[config.mk]
export PLATFORM = sky130hd
export DESIGN_NAME = conv_out_writer
export DESIGN_NICKNAME = d
export VERILOG_FILES = /design/src/rtl/conv_pkg.sv /design/src/rtl/conv_quant_lane.sv /design/src/rtl/conv_out_writer.sv
export SDC_FILE = /design/constraint.sdc
export NUM_CORES = 1
export LEC_CHECK = 0
export ABC_AREA = 1
export CAP_MARGIN = 20
export CELL_PAD_IN_SITES_DETAIL_PLACEMENT = 0
export CELL_PAD_IN_SITES_GLOBAL_PLACEMENT = 2
export CORE_UTILIZATION = 35
export DETAILED_ROUTE_END_ITERATION = 12
export GPL_TIMING_DRIVEN = 0
export PLACE_DENSITY_LB_ADDON = 0.08
export SYNTH_ARGS = -nofsm -noshare
export SYNTH_HDL_FRONTEND = slang
export SYNTH_SLANG_ARGS = --single-unit
[constraint.sdc]
create_clock -name clk -period 12.75 [get_ports clk]
set_input_delay 1.275 -clock clk [delete_from_list [all_inputs] [get_ports clk]]
set_output_delay 1.275 -clock clk [all_outputs]
set_load 0.02 [all_outputs]
[src/rtl/conv_pkg.sv]
// Shared definitions for the convolution output writer: default widths,
// FSM state encoding and the signed saturation limits of the quantised output.
package conv_pkg;

    localparam int DATA_W_DEF = 25;
    localparam int OUT_W_DEF  = 8;
    localparam int ADDR_W_DEF = 16;
    localparam int DEPTH_DEF  = 62;
    localparam int ROWS_DEF   = 62;

    typedef enum logic [1:0] {
        ST_IDLE  = 2'd0,
        ST_RUN   = 2'd1,
        ST_DRAIN = 2'd2
    } state_t;

    // Largest value representable in a w-bit signed sample.
    function automatic int sat_max(input int w);
        return (1 << (w - 1)) - 1;
    endfunction

    // Smallest value representable in a w-bit signed sample.
    function automatic int sat_min(input int w);
        return -(1 << (w - 1));
    endfunction

    localparam int SAT_MAX = sat_max(OUT_W_DEF);
    localparam int SAT_MIN = sat_min(OUT_W_DEF);

endpackage

[src/rtl/conv_quant_lane.sv]
// One write lane: ReLU, round-half-up, arithmetic right shift and signed
// saturation of a biased sum, followed by the registered SRAM write port.
module conv_quant_lane
    import conv_pkg::*;
#(
    parameter int DATA_W = DATA_W_DEF,
    parameter int OUT_W  = OUT_W_DEF,
    parameter int ADDR_W = ADDR_W_DEF,
    parameter int SAT_HI = SAT_MAX,
    parameter int SAT_LO = SAT_MIN
) (
    input  logic                     clk,
    input  logic                     rst_n,
    input  logic                     in_valid,
    input  logic signed [DATA_W:0]   in_sum,
    input  logic [ADDR_W-1:0]        in_addr,
    input  logic                     cfg_relu,
    input  logic [4:0]               cfg_shift,
    output logic                     wr_en,
    output logic [ADDR_W-1:0]        wr_addr,
    output logic [OUT_W-1:0]         wr_data
);

    // One guard bit above the sum so adding the rounding constant cannot wrap.
    localparam int W = DATA_W + 2;
    localparam logic signed [W-1:0] ONE_S = W'(1);
    localparam logic signed [W-1:0] HI_S  = W'(SAT_HI);
    localparam logic signed [W-1:0] LO_S  = W'(SAT_LO);

    logic signed [W-1:0] relu_s;
    logic signed [W-1:0] rnd_s;
    logic signed [W-1:0] shr_s;
    logic [OUT_W-1:0]    q_s;

    // Quantise: clamp negatives, add half an LSB, shift down, saturate.
    always_comb begin
        relu_s = {in_sum[DATA_W], in_sum};
        if (cfg_relu && in_sum[DATA_W]) begin
            relu_s = {W{1'b0}};
        end else begin
            relu_s = {in_sum[DATA_W], in_sum};
        end
        if (cfg_shift != 5'd0) begin
            rnd_s = relu_s + (ONE_S << (cfg_shift - 5'd1));
        end else begin
            rnd_s = relu_s;
        end
        shr_s = rnd_s >>> cfg_shift;
        if (shr_s > HI_S) begin
            q_s = HI_S[OUT_W-1:0];
        end else if (shr_s < LO_S) begin
            q_s = LO_S[OUT_W-1:0];
        end else begin
            q_s = shr_s[OUT_W-1:0];
        end
    end

    // Second pipeline stage: registered write strobe, address and data.
    always_ff @(posedge clk or negedge rst_n) begin
        if (!rst_n) begin
            wr_en   <= 1'b0;
            wr_addr <= {ADDR_W{1'b0}};
            wr_data <= {OUT_W{1'b0}};
        end else begin
            wr_en   <= in_valid;
            wr_addr <= in_addr;
            wr_data <= q_s;
        end
    end

endmodule

[src/rtl/conv_out_writer.sv]
// Output writer for the conv writeback path: accepts one column of one or two
// finished rows per cycle, biases and quantises each result, and writes one
// output channel plane to the feature-map SRAM, row-major from cfg_base.
module conv_out_writer
    import conv_pkg::*;
#(
    parameter int DATA_W = DATA_W_DEF,
    parameter int OUT_W  = OUT_W_DEF,
    parameter int DEPTH  = DEPTH_DEF,
    parameter int ROWS   = ROWS_DEF,
    parameter int ADDR_W = ADDR_W_DEF
) (
    input  logic              clk,
    input  logic              rst_n,
    input  logic              start,
    input  logic [ADDR_W-1:0] cfg_base,
    input  logic [DATA_W-1:0] cfg_bias,
    input  logic [4:0]        cfg_shift,
    input  logic              cfg_relu,
    input  logic [DATA_W-1:0] in0,
    input  logic              in0_valid,
    input  logic [DATA_W-1:0] in1,
    input  logic              in1_valid,
    output logic              wr0_en,
    output logic [ADDR_W-1:0] wr0_addr,
    output logic [OUT_W-1:0]  wr0_data,
    output logic              wr1_en,
    output logic [ADDR_W-1:0] wr1_addr,
    output logic [OUT_W-1:0]  wr1_data,
    output logic              busy,
    output logic              frame_done,
    output logic              err
);

    localparam int COL_W = $clog2(DEPTH);
    localparam int ROW_W = $clog2(ROWS + 2);
    localparam logic [COL_W-1:0]  COL_ZERO = COL_W'(0);
    localparam logic [COL_W-1:0]  COL_ONE  = COL_W'(1);
    localparam logic [COL_W-1:0]  COL_LAST = COL_W'(DEPTH - 1);
    localparam logic [ROW_W-1:0]  ROW_ONE  = ROW_W'(1);
    localparam logic [ROW_W-1:0]  ROW_TWO  = ROW_W'(2);
    localparam logic [ROW_W-1:0]  ROW_LAST = ROW_W'(ROWS - 1);
    localparam logic [ROW_W-1:0]  ROW_END  = ROW_W'(ROWS);
    localparam logic [ADDR_W-1:0] STEP1    = ADDR_W'(DEPTH);
    localparam logic [ADDR_W-1:0] STEP2    = ADDR_W'(2 * DEPTH);

    state_t              state_r;
    logic                drain_r;
    logic [ROW_W-1:0]    row_r;
    logic [COL_W-1:0]    col_r;
    logic [ADDR_W-1:0]   row_base_r;
    logic                kind_r;
    logic [DATA_W-1:0]   cfg_bias_r;
    logic [4:0]          cfg_shift_r;
    logic                cfg_relu_r;
    logic                busy_r;
    logic                frame_done_r;
    logic                err_r;

    logic                s1_v0_r;
    logic                s1_v1_r;
    logic signed [DATA_W:0] s1_sum0_r;
    logic signed [DATA_W:0] s1_sum1_r;
    logic [ADDR_W-1:0]   s1_addr0_r;
    logic [ADDR_W-1:0]   s1_addr1_r;

    logic                acc0_s;
    logic                pair_req_s;
    logic                last_row_s;
    logic                lane1_s;
    logic                row_end_s;
    logic                frame_end_s;
    logic                mixed_s;
    logic                proto_err_s;
    logic [ROW_W-1:0]    row_next_s;
    logic [ADDR_W-1:0]   addr0_s;
    logic signed [DATA_W:0] sum0_s;
    logic signed [DATA_W:0] sum1_s;

    // Beat classification, row/frame completion and protocol error detection.
    always_comb begin
        acc0_s      = (state_r == ST_RUN) && in0_valid;
        pair_req_s  = acc0_s && in1_valid;
        last_row_s  = (row_r == ROW_LAST);
        // A pair on the final row has no partner row: demote to single.
        lane1_s     = pair_req_s && !last_row_s;
        row_end_s   = acc0_s && (col_r == COL_LAST);
        row_next_s  = row_r + (lane1_s ? ROW_TWO : ROW_ONE);
        frame_end_s = row_end_s && (row_next_s >= ROW_END);
        mixed_s     = acc0_s && (col_r != COL_ZERO) && (pair_req_s != kind_r);
        addr0_s     = row_base_r + ADDR_W'(col_r);
        sum0_s      = {in0[DATA_W-1], in0} + {cfg_bias_r[DATA_W-1], cfg_bias_r};
        sum1_s      = {in1[DATA_W-1], in1} + {cfg_bias_r[DATA_W-1], cfg_bias_r};
        if (state_r == ST_RUN) begin
            proto_err_s = (in1_valid && !in0_valid) || (pair_req_s && last_row_s) || mixed_s;
        end else if ((state_r == ST_IDLE) && start) begin
            proto_err_s = 1'b0;
        end else begin
            proto_err_s = in0_valid || in1_valid;
        end
    end

    // Frame control FSM with row/column counters and incremental row base.
    always_ff @(posedge clk or negedge rst_n) begin
        if (!rst_n) begin
            state_r      <= ST_IDLE;
            drain_r      <= 1'b0;
            row_r        <= {ROW_W{1'b0}};
            col_r        <= {COL_W{1'b0}};
            row_base_r   <= {ADDR_W{1'b0}};
            kind_r       <= 1'b0;
            cfg_bias_r   <= {DATA_W{1'b0}};
            cfg_shift_r  <= 5'd0;
            cfg_relu_r   <= 1'b0;
            busy_r       <= 1'b0;
            frame_done_r <= 1'b0;
            err_r        <= 1'b0;
        end else begin
            frame_done_r <= 1'b0;
            if (proto_err_s) begin
                err_r <= 1'b1;
            end
            case (state_r)
                ST_IDLE: begin
                    if (start) begin
                        cfg_bias_r  <= cfg_bias;
                        cfg_shift_r <= cfg_shift;
                        cfg_relu_r  <= cfg_relu;
                        row_r       <= {ROW_W{1'b0}};
                        col_r       <= {COL_W{1'b0}};
                        row_base_r  <= cfg_base;
                        kind_r      <= 1'b0;
                        err_r       <= 1'b0;
                        busy_r      <= 1'b1;
                        state_r     <= ST_RUN;
                    end
                end
                ST_RUN: begin
                    if (acc0_s) begin
                        if (col_r == COL_ZERO) begin
                            kind_r <= pair_req_s;
                        end
                        if (row_end_s) begin
                            col_r      <= {COL_W{1'b0}};
                            row_r      <= row_next_s;
                            row_base_r <= row_base_r + (lane1_s ? STEP2 : STEP1);
                            if (frame_end_s) begin
                                drain_r <= 1'b0;
                                state_r <= ST_DRAIN;
                            end
                        end else begin
                            col_r <= col_r + COL_ONE;
                        end
                    end
                end
                ST_DRAIN: begin
                    if (drain_r) begin
                        frame_done_r <= 1'b1;
                        busy_r       <= 1'b0;
                        state_r      <= ST_IDLE;
                    end else begin
                        drain_r <= 1'b1;
                    end
                end
                default: begin
                    state_r <= ST_IDLE;
                end
            endcase
        end
    end

    // First pipeline stage: biased sums, lane enables and write addresses.
    always_ff @(posedge clk or negedge rst_n) begin
        if (!rst_n) begin
            s1_v0_r    <= 1'b0;
            s1_v1_r    <= 1'b0;
            s1_sum0_r  <= {(DATA_W + 1){1'b0}};
            s1_sum1_r  <= {(DATA_W + 1){1'b0}};
            s1_addr0_r <= {ADDR_W{1'b0}};
            s1_addr1_r <= {ADDR_W{1'b0}};
        end else begin
            s1_v0_r    <= acc0_s;
            s1_v1_r    <= lane1_s;
            s1_sum0_r  <= sum0_s;
            s1_sum1_r  <= sum1_s;
            s1_addr0_r <= addr0_s;
            s1_addr1_r <= addr0_s + STEP1;
        end
    end

    conv_quant_lane #(
        .DATA_W(DATA_W), .OUT_W(OUT_W), .ADDR_W(ADDR_W),
        .SAT_HI(sat_max(OUT_W)), .SAT_LO(sat_min(OUT_W))
    ) u_lane0 (
        .clk(clk), .rst_n(rst_n), .in_valid(s1_v0_r), .in_sum(s1_sum0_r),
        .in_addr(s1_addr0_r), .cfg_relu(cfg_relu_r), .cfg_shift(cfg_shift_r),
        .wr_en(wr0_en), .wr_addr(wr0_addr), .wr_data(wr0_data)
    );

    conv_quant_lane #(
        .DATA_W(DATA_W), .OUT_W(OUT_W), .ADDR_W(ADDR_W),
        .SAT_HI(sat_max(OUT_W)), .SAT_LO(sat_min(OUT_W))
    ) u_lane1 (
        .clk(clk), .rst_n(rst_n), .in_valid(s1_v1_r), .in_sum(s1_sum1_r),
        .in_addr(s1_addr1_r), .cfg_relu(cfg_relu_r), .cfg_shift(cfg_shift_r),
        .wr_en(wr1_en), .wr_addr(wr1_addr), .wr_data(wr1_data)
    );

    assign busy       = busy_r;
    assign frame_done = frame_done_r;
    assign err        = err_r;

endmodule

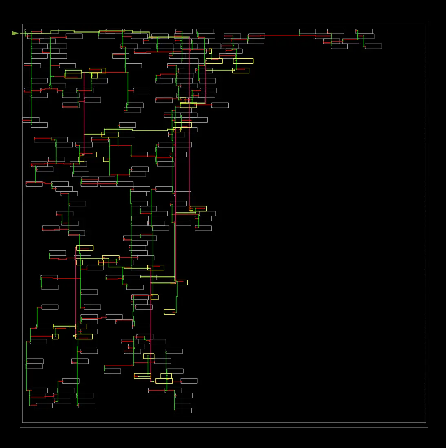
*Clock routing, run 1*
CTS Buf Count: 17
Sink Count: 200
registers: 200

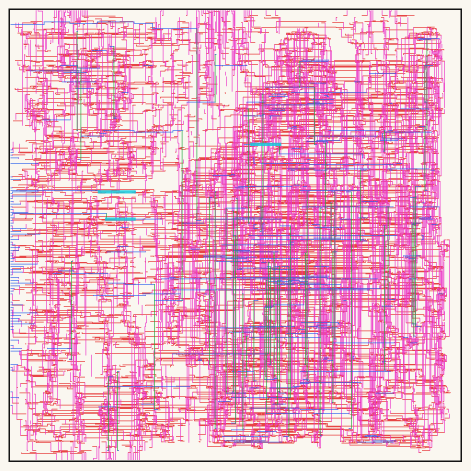
*Wiring by layer, run 1*
Scale: 2 px per um.
colour	layer	wire length
green	met4	2940 um
blue	met3	3240 um
red	met1	32.5 mm
magenta	met2	33.8 mm
cyan	met5	45.1 um

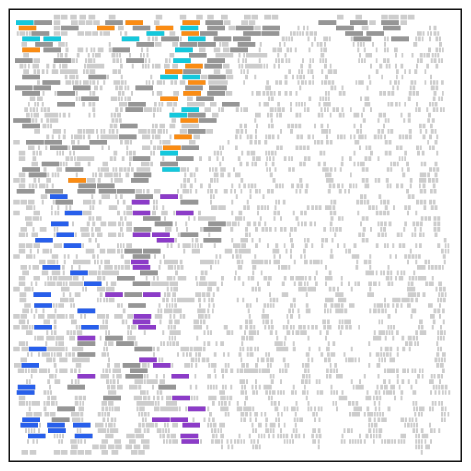
*Register map, names as in the netlist, run 1*
Scale: 2 px per um. Other sequential cells in the stronger grey, the rest of the logic in the fainter grey.
colour	name in the netlist	placed flops
orange	s1_addr1_r	16
blue	cfg_bias_r	25
purple	s1_sum0_r	26
cyan	s1_addr0_r	15
not coloured	118

==> run_results.csv, run 1 <==
group,metric,value,unit
worst_setup_path,cp.arrival,6.72,ns
drt,via_count,18500,
global_route,grt_pass1_vias,18100,
timing,slew_headroom,29.6,%
worst_setup_path,path_buffers,7,
synth,synthFlopType,"dfrtp_1",
worst_setup_path,critPathKind,"reg -> reg",
worst_setup_path,start_kind,"flip-flop",
run_status,status,"complete, no violations",
power_and_ir_drop,vdd_drop_max,135,uV
place,dp_cells,3474,
synth,synth-compound-area-share,10.9,%
die,die_w,225,um
worst_setup_path,startpoint,"cfg_shift_r[0]$_DFFE_PN0P_",
synth,synth-simple-area-share,38.6,%
cells_and_area,final_cell_count_no_fill,3507,
synth,largest_area_cell,"dfrtp_1",
place,dp_slack,6.65,ns
clock_network,cts_resized,0,
drt,wl_per_cell,20.7,um
synth,synth_flops,200,
global_route,grt_max_degree,121,
global_route,antenna_found_initial,3,
worst_setup_path,rr_startpoint,"cfg_shift_r[0]$_DFFE_PN0P_",
drt,drt_iter0_drc,1585,
worst_setup_path,cpLargestDelayFamily,"simple AND/OR/NAND/NOR gates",
drt,dr.pass1.iters,6,
timing,timing_worst_slew_pin_value,1.06,ns
synth,synth_top_cell_by_count,"nand2_1",
die,num_rows,81,
timing,fin_tns_setup,0,ns
power_and_ir_drop,powerDensity,256,nW/um^2
power_and_ir_drop,p_leak,0.0104,uW
worst_setup_path,cp_slowest_stage_delay,0.52,ns
worst_setup_path,critical_path_depth,31,
synth,top_cells_by_count,"nand2_1, nand3_1, inv_1",
worst_setup_path,crit_top_cell,"nand2_1",
synth,ys_sh_mux,0.172,%
run,warnings,31,
timing,finalCritPeriodShare,49.5,%
run,maxCapViolations,0,
synth,synthTopCellsByArea,"dfrtp_1, nand2_1, nand3_1",
place,dp_hpwl,60.5,mm
timing,hold_viol_final,0,
synth,synth.logic.top_family,"simple AND/OR/NAND/NOR gates",
synth,synthArstFlopShare,100,%
drt,postRouteAntennaNets,0,
timing,setup_viol_count_final,0,
synth,synth_cells,2654,
synth,yosys.area_share.adder,8.08,%
cells_and_area,final_nets,3040,
timing,slew_viol_final,0,
place,placed_cell_area,19900,sq um
drt,drt-vias-per-instance,5.28,
cells_and_area,design_area,20500,sq um
worst_setup_path,cp_max_fo,10,
place,gp_congestion,1.02,
clock_network,ctsRootBufferMaster,"clkbuf_16",
worst_setup_path,end_kind,"flip-flop",
synth,synth_top_area_share,28.7,%
clock_network,clock_latency,0.47,ns
timing,setup_ws,6.44,ns
synth,syn_area,17400,sq um
cells_and_area,syn_to_final_growth,17.3,%
synth,edf_count,0,
timing,grt_setup_unrepaired,"false",
synth,synth_cell_types,56,
timing,fin_skew,0.0173,ns
die,initCoreUtil,35.6,%
global_route,grt_pass1_wl,108,mm
worst_setup_path,required,13.16,ns
synth,avgSynthCellArea,6.57,sq um
synth,syn-num-nets,2865,
die,chipHeight,225,um
worst_setup_path,r2r-end,"u_lane1.wr_data[5]$_DFF_PN0_",
drt,drc_errors,0,
min_path,hold_class,"reg -> reg",
timing,max_freq,0.159,GHz
global_route,grt-ovfl-total,0,
-- run 1: cells in the final DEF, fill, tap and decap left out, types with 17 or more instances in the layout --
cell,instances
a21oi_1,118
buf_1,23
clkbuf_1,44
clkbuf_16,17
clkdlybuf4s50_1,153
dfrtp_1,200
ha_1,103
inv_1,287
nand2_1,767
nand2_2,26
nand3_1,412
nand3_2,19
nand4_1,31
nor2_1,176
nor2_2,19
nor3_1,25
o21ai_0,127
xnor2_1,18
xor2_1,75
-- run 1: registers in the layout, summed over array words and instances (netlist names) --
name	flops
err	1
u_lane1.wr_en	1
s1_sum1_r	26
u_lane0.wr_data	8
u_lane0.wr_en	1
s1_sum0_r	26
s1_addr1_r	16
cfg_relu_r	1
s1_v1_r	1
frame_done	1
cfg_shift_r	5
row_base_r	16
s1_addr0_r	15
u_lane1.wr_addr	16
cfg_bias_r	25
state_r	2
u_lane1.wr_data	8
u_lane0.wr_addr	15
kind_r	1
busy	1
row_r	6
s1_v0_r	1
drain_r	1
col_r	6
-- run 1: routing by layer --
| layer | global-route usage [%] | up-vias | share of wire, % |
|---|---|---|---|
| li1 | - | 9057 | - |
| met1 | 38.2 | 8808 | 45 |
| met2 | 47.4 | 545 | 47 |
| met3 | 3.06 | 116 | 4.5 |
| met4 | 12.8 | 6 | 4.1 |
| met5 | 0 | - | 0.062 |
-- run 1: power breakdown --
| group | switching [uW] | internal [uW] | leakage (uW) |
|---|---|---|---|
| Sequential | 132 | 888 | 0.00242 |
| Clock | 274 | 282 | 0.000291 |
| Combinational | 2550 | 1110 | 0.00771 |
-- run 1: layout make-up --
cell class              instances  area (sq um)
well taps                     664           831
multi-input cells            2059         10900
inverters                     308          1160
diodes                          1          2.50
flip-flops and latches        200          5000
fillers                      5341         28600
plain buffers                  87           382
clock inverters                14           178
clock buffers                  18           429
repair buffers                156          1580
-- run 1: cell families after synthesis --
group,count (synthesis)
AOI/OAI and AO/OA,340
muxes,3
and+or+nand+nor,1514
xor gates and xnor gates,93
DFF,200
buffers and inverters,395
adders and majority gates,109
-- run 1: metrics by stage --
step | utilization (%) | hold WS (ns)
finish | 41.7 | 0.347
global route | 41.7 | 0.352
CTS | 41.7 | 0.350
detailed placement | 40.5 | 0.335
global placement | 40.4 | 0.333
floorplan | - | 0.331
-- run 1: worst min-delay path by stage --
stage	from	end	cells after the start	slack (ns)
2_1_floorplan	s1_addr0_r[10]$_DFF_PN0_	u_lane0.wr_addr[10]$_DFF_PN0_	0	0.33
3_3_place_gp	s1_addr1_r[13]$_DFF_PN0_	u_lane1.wr_addr[13]$_DFF_PN0_	0	0.33
3_5_place_dp	s1_addr0_r[13]$_DFF_PN0_	u_lane0.wr_addr[13]$_DFF_PN0_	0	0.33
4_1_cts	s1_addr1_r[6]$_DFF_PN0_	u_lane1.wr_addr[6]$_DFF_PN0_	0	0.35
5_1_grt	s1_addr1_r[6]$_DFF_PN0_	u_lane1.wr_addr[6]$_DFF_PN0_	0	0.35
6_report	s1_addr1_r[6]$_DFF_PN0_	u_lane1.wr_addr[6]$_DFF_PN0_	0	0.35
## Run 2: what changed since run 1
CORE_UTILIZATION = 30   (was 35)
clock period = 5.3 ns   (was 12.75 ns; I/O delays follow)
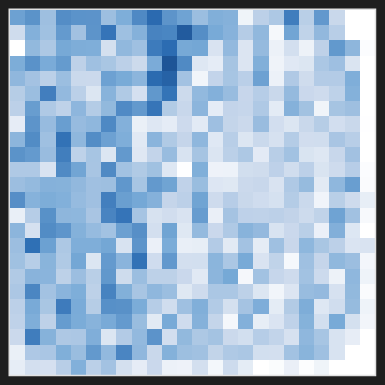
*Cell density map, run 2*
Scale: 1.5 px per um. 24 x 24 tiles, from white (low) to dark blue (high), 0 to 100% covered.
nearly empty tiles	4.2%
densest ninth of the die	west
fullest tile	85%

==> run 2 against run 1 <==
  * Clock power up 140%
  * Sequential share of layout area down 0.35 points
  * Critical path depth down 1
  * Highest routed layer unchanged
==> run_results.csv, run 2 <==
group,metric,value,unit
worst_setup_path,critPathKind,"reg -> reg",
drt,via_count,18400,
global_route,antenna_found_initial,5,
place,dp_slack,-0.922,ns
synth,synthFlopType,"dfrtp_1",
worst_setup_path,cp_slowest_stage_delay,0.44,ns
worst_setup_path,required,5.67,ns
synth,ys_sh_mux,0.172,%
worst_setup_path,startpoint,"cfg_shift_r[2]$_DFFE_PN0P_",
synth,synth_top_area_share,28.7,%
cells_and_area,final_nets,3040,
synth,syn_area,17400,sq um
synth,synth_cell_types,56,
power_and_ir_drop,sequentialPowerShare,19.2,%
synth,yosys.area_share.adder,8.08,%
worst_setup_path,start_kind,"flip-flop",
clock_network,clock_latency,0.48,ns
drt,drc_errors,0,
clock_network,ctsRootBufferMaster,"clkbuf_16",
worst_setup_path,crit_top_cell,"nand2_1",
run,maxCapViolations,0,
synth,synth_top_cell_by_count,"nand2_1",
synth,synth.logic.top_family,"simple AND/OR/NAND/NOR gates",
place,dp_hpwl,64.3,mm
worst_setup_path,rr_startpoint,"cfg_shift_r[2]$_DFFE_PN0P_",
cells_and_area,lay_top_count,"nand2_1",
timing,timing_worst_slew_pin_value,1.01,ns
timing,slew_viol_final,0,
timing,finalCritPeriodShare,93.2,%
synth,edf_count,0,
timing,setup_viol_count_final,0,
drt,drt-vias-per-instance,5.09,
timing,hold_slack,0.00673,ns
power_and_ir_drop,power.internal,5540,uW
cells_and_area,top_regs,"s1_sum0_r x26, s1_sum1_r x26, cfg_bias_r x25",
worst_setup_path,end_kind,"flip-flop",
run_status,status,"complete, no violations",
synth,top_cells_by_count,"nand2_1, nand3_1, inv_1",
power_and_ir_drop,p_sw_share,56.6,%
worst_setup_path,cp.arrival,5.30,ns
power_and_ir_drop,p_leak,0.0105,uW
timing,slew_headroom,32.1,%
timing,hold_viol_final,0,
power_and_ir_drop,powerDensity,615,nW/um^2
synth,synthArstFlopShare,100,%
timing,max_freq,0.203,GHz
die,die_w,243,um
drt,postRouteAntennaNets,0,
timing,grt_setup_unrepaired,"true",
cells_and_area,finish.utilization,36.1,%
power_and_ir_drop,netSwitchingPower,7220,uW
synth,synth_flops,200,
power_and_ir_drop,vdd_drop_max,227,uV
global_route,grt_pass1_vias,18400,
drt,drt_iter0_drc,1293,
timing,fin_skew,0.0147,ns
global_route,grt-ovfl-total,0,
worst_setup_path,cp_max_fo,10,
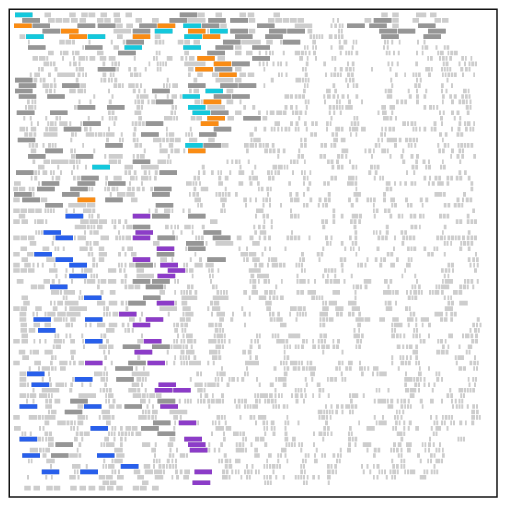
*Register map, names as in the netlist, run 2*
Scale: 2 px per um. Other sequential cells in the stronger grey, the rest of the logic in the fainter grey.
colour	name in the netlist	placed flops
cyan	s1_addr0_r	15
orange	s1_addr1_r	16
purple	s1_sum0_r	26
blue	cfg_bias_r	25
not coloured	118

[run 2: cell counts after synthesis]
No cell type changed its count.
[run 2: cells by family after synthesis]
family          after synthesis
fa+ha+maj                   109
xor+xnor                     93
compound gates              340
buf+inv                     395
mux                           3
flops                       200
simple gates               1514
[run 2: layout make-up]
type	count	area [sq um]
Clock inverter	14	178
Clock buffer	17	425
Buffer	84	415
Inverter	308	1170
Multi-Input combinational cell	2059	11000
Fill cell	6364	36800
Tap cell	765	957
Timing Repair Buffer	159	1600
Sequential cell	200	5010
[run 2: worst paths after layout]
check / end / slack (ns) / depth (start not counted)
setup / recovery: u_lane1.wr_data[1]$_DFF_PN0_ / 0.36 / 30
hold / removal: u_lane1.wr_data[3]$_DFF_PN0_ / 0.007 / 1
setup reg to reg: u_lane1.wr_data[1]$_DFF_PN0_ / 0.36 / 30
hold reg to reg: u_lane1.wr_addr[1]$_DFF_PN0_ / 0.35 / 0
max in group asynchronous: cfg_bias_r[14]$_DFFE_PN0P_ / 4.19 / 2
min in group clk: u_lane1.wr_addr[1]$_DFF_PN0_ / 0.35 / 0
[run 2: worst max-delay path, delay by kind of cell (launching register included)]
family	cells	cell delay (ns)
AND/OR/NAND/NOR	22	2.38
buffers and inverters	4	0.94
adder cells (fa/ha/maj)	2	0.64
flip-flops	1	0.44
XOR/XNOR	1	0.23
AND-OR/OR-AND	1	0.15
[run 2: power by group through the flow]
| stage | registers, uW | clock network (uW) | logic [uW] |
|---|---|---|---|
| 2_1_floorplan | 2550 | 0 | 5500 |
| 3_3_place_gp | 2470 | 0 | 8830 |
| 3_5_place_dp | 2480 | 0 | 8800 |
| 4_1_cts | 2460 | 1410 | 8870 |
| 5_1_grt | 2520 | 1460 | 9830 |
| 6_report | 2450 | 1360 | 8960 |
[run 2: through the flow]
step                      instance area, sq um  TNS, ns  instances
after floorplan                          17400        0       2654
after global placement                   19900  -989.09       3573
after detailed placement                 20000   -11.70       3574
after CTS                                20600        0       3604
after global routing                     20800  -0.0455       3606
final                                    20800        0       3606
[run 2: repair_timing]
item                                    4_1_cts  5_1_grt
hold buffers                                  0        0
endpoints found under the setup margin       14       14
setup buffers                                 0        4
gates resized                                24       40
[run 2: routing by layer]
metal  vias to the layer above  part of all wire (%)  track usage, %
met5                         -                 0.086               0
met4                        10                   4.1            10.8
met3                       117                   4.6            3.60
met2                       531                    47            43.6
met1                      8642                    44            33.4
li1                       9069                     -               -
Power figures rest on the tool's default switching activity, not on a simulated workload.
